Design stopwatch_bcd_core, sky130hd; sources not shown.
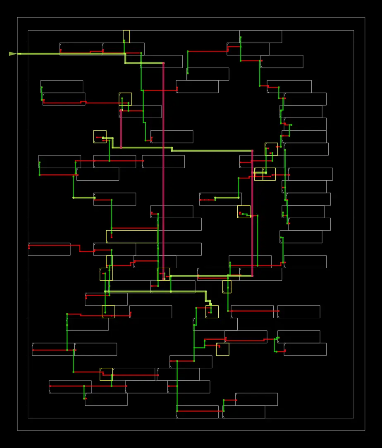
*Clock nets, run 1*
Inserted Clock Buffers: 9
Clock group: 676 uW
clk latency late pin: 0.40 ns
CTS sink count: 64
flip-flops: 64

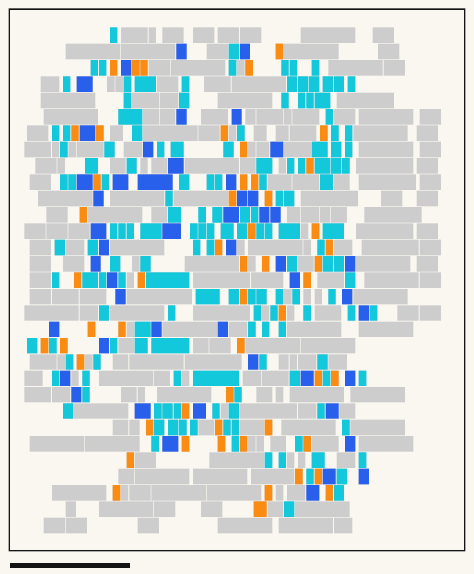
*Gate-type map, run 1*
Bar = 20 um.
cyan -> nand cells  # cells 154
blue -> aoi and oai cells  # cells 49
orange -> inv cells  # cells 53
Post-Layout Cell Count: 557
most common logic cell in the routed design: nand2_1
Comb area share: 39.6%

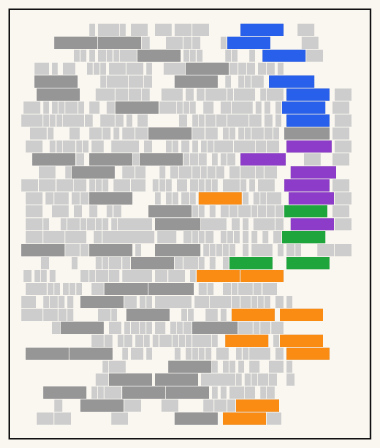
*Sequential cells coloured by netlist name, run 1*
blue -> `SEG`  # flops 7, where top right
orange -> `deb_cnt`  # flops 10
green -> `su`  # flops 4, where right middle
purple -> `AN`  # flops 6, where right middle
not coloured = 37
final core utilization: 71.1%
Seq power: 1.29 mW
Flop area: 1620 um2
fraction of area in registers: 38.0%

==> impl_metrics.ini, run 1 <==
; yosys + openroad results
[status]
status = complete, no violations

[grt]
overflow = 0
grtUsageMet3_pct = 6.05
busiest_layer = met2

[logic_synthesis]
synth_area_um2 = 3500
ys_sh_xor_pct = 4.00
yosys_cells = 408
synth_top_cell_by_area = dfrtp_1

[final_timing]
period_used_pct = 94.2
fmax_mhz = 425
setup_ws_ns = 0.145

[pwr]
p_comb_mw = 1.02
intPower_mw = 1.91

[layout]
nonClkBufAreaFrac_pct = 12.1
inv_count = 53

[drt]
vias_per_cell = 5.45

[hold_path]
holdPathStages = 0

[critical_path]
start_kind = flop

[clock_tree]
clk_path_buf_depth = 2

[floorplanning]
die_x_um = 75.5
==> run 1: cells in the final DEF, fill, tap and decap left out, types with 2 or more instances in the layout <==
cell type        Yosys  routed
clkinv_2             0       2
xor2_1              10      10
nor2_4               1       2
nand4_1              4       4
o211ai_1             2       2
nor2_2               2       5
o21ai_0             13      13
xnor2_1              6       6
nand3b_1             6       6
o21a_1               2       2
ha_1                20      19
nand2_4              2       2
clkbuf_4             0      11
a21oi_1              4       4
dfstp_2              9       9
nand3_1             41      40
o21ai_1             15      15
clkdlybuf4s50_1      0      44
inv_2                5       5
o31ai_1              2       2
buf_4                0       8
inv_1               47      47
o21bai_1             4       4
nor3_1               2       2
o22ai_1              5       5
nand2_2              3       3
nor2_1              40      36
dfrtp_1             55      53
nand2_1             92      92
clkinv_1             0       2
nand3_2              3       4
dfrtp_2              0       2
==> run 2, diff against run 1 <==
- REMOVE_ABC_BUFFERS: default -> 1
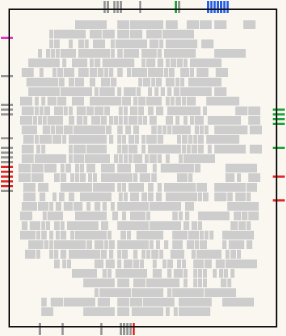
*Pin placement, run 2*
Pins as bars across the die edge, other pins in grey.
magenta -> `CLK_50M`  # pins 1, direction input, edge left
red -> `SEC_BCD`  # pins 8, direction output, edge 5 left, 2 right, 1 bottom
blue -> `SEG`  # pins 7, direction output, edge top
green -> `AN`  # pins 6, direction output, edge 5 right, 1 top
all pins by edge = 16 left, 15 top, 8 bottom, 7 right
port buffer count: 45
Die Y: 89.9 um
Die W: 75.5 um

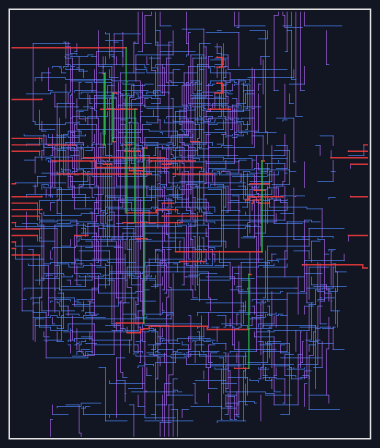
*Wiring by layer, run 2*
green -> M4  # wire length 159 um
red -> M3  # wire length 376 um
blue -> M1  # wire length 3,200 um
purple -> M2  # wire length 3,760 um
GRT Resource Usage Total: 24.6%
routed wire length: 7500 um

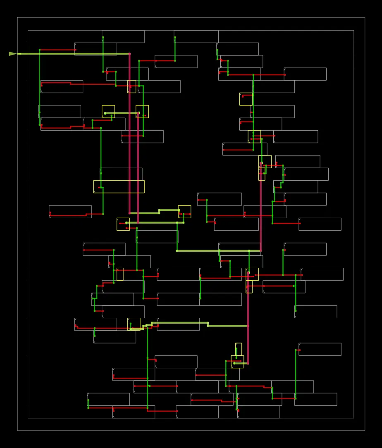
*Clock nets, run 2*
# clk buffers: 10
Clock group: 652 uW

==> run 2 against run 1 <==
Area after synthesis did not move. Core utilization decreased by 0.13 points. Critical path depth unchanged. Count of clock-buffer cells in the layout is 1 lower. Flip-flop count stayed put. Synthesized cell count unchanged. Power down 1.0%. First-iteration DRC count fell by 47%. Via count decreased by 1.7%. Critical path type unchanged.
==> impl_metrics.ini, run 2 <==
; yosys + openroad results
[critical_path]
cp-end-kind = output port
worstPathRequired_ns = 1.80
r2r_cells = 12

[final_timing]
fmax_mhz = 421
hold_viol = 0
period_used_pct = 95.0
setup_ws_ns = 0.126

[logic_synthesis]
yosys_cells = 408
synth.avg_cell_area_um2 = 8.58
synth_area_um2 = 3500
synth_top_cell_by_area = dfrtp_1
edf_count = 0

[drt]
vias_per_cell = 5.37
vias = 2985
wl_met1_um = 3200

[status]
status = complete, no violations

[hold_path]
holdPathStages = 0

[pwr]
power_mw = 2.95

[floorplanning]
nWellTaps = 82

[layout]
fin_nets = 495
comb_share_pct = 39.5
lay_top_cells = nand2_1, dfrtp_1, inv_1, clkdlybuf4s50_1, nand3_1
lay_top_count = nand2_1
sh_seq_area_pct = 38.1
inv_count = 53
seq_area_um2 = 1620
nonClkBufAreaFrac_pct = 12.3
final_cells = 556
fin_util_pct = 71.0
seq_cells = 64

[clock_tree]
clk_path_buf_depth = 2
cts.sinks = 64
cts_made_buffers = 9
clock_latency_ns = 0.40

[grt]
grt_pass1_vias = 2885
overflow = 0

[run]
warnings = 35
## run 2: cell counts after synthesis
No cell type changed its count.
## run 2: where the power goes
part           switching [mW]  internal [mW]
logic                   0.629          0.386
clock network           0.350          0.302
registers              0.0762           1.21
## run 2: cell families (layout without fill, tap and decap cells)
logic type,Yosys count,count (layout),share of synthesized area [%]
simple gates,200,200,27.3
flops,64,64,46.1
buf+inv,56,122,6.54
compound gates,52,52,8.97
fa+ha+maj,20,20,7.15
xor+xnor,16,16,4.00
## run 2: critical path: stages, from the launching register on
cell             delay, ns
dfrtp_1               0.39
inv_1                 0.07
nand2_1               0.09
inv_1                 0.11
clkdlybuf4s50_1       0.62
Power is estimated from default activity; no workload was simulated.
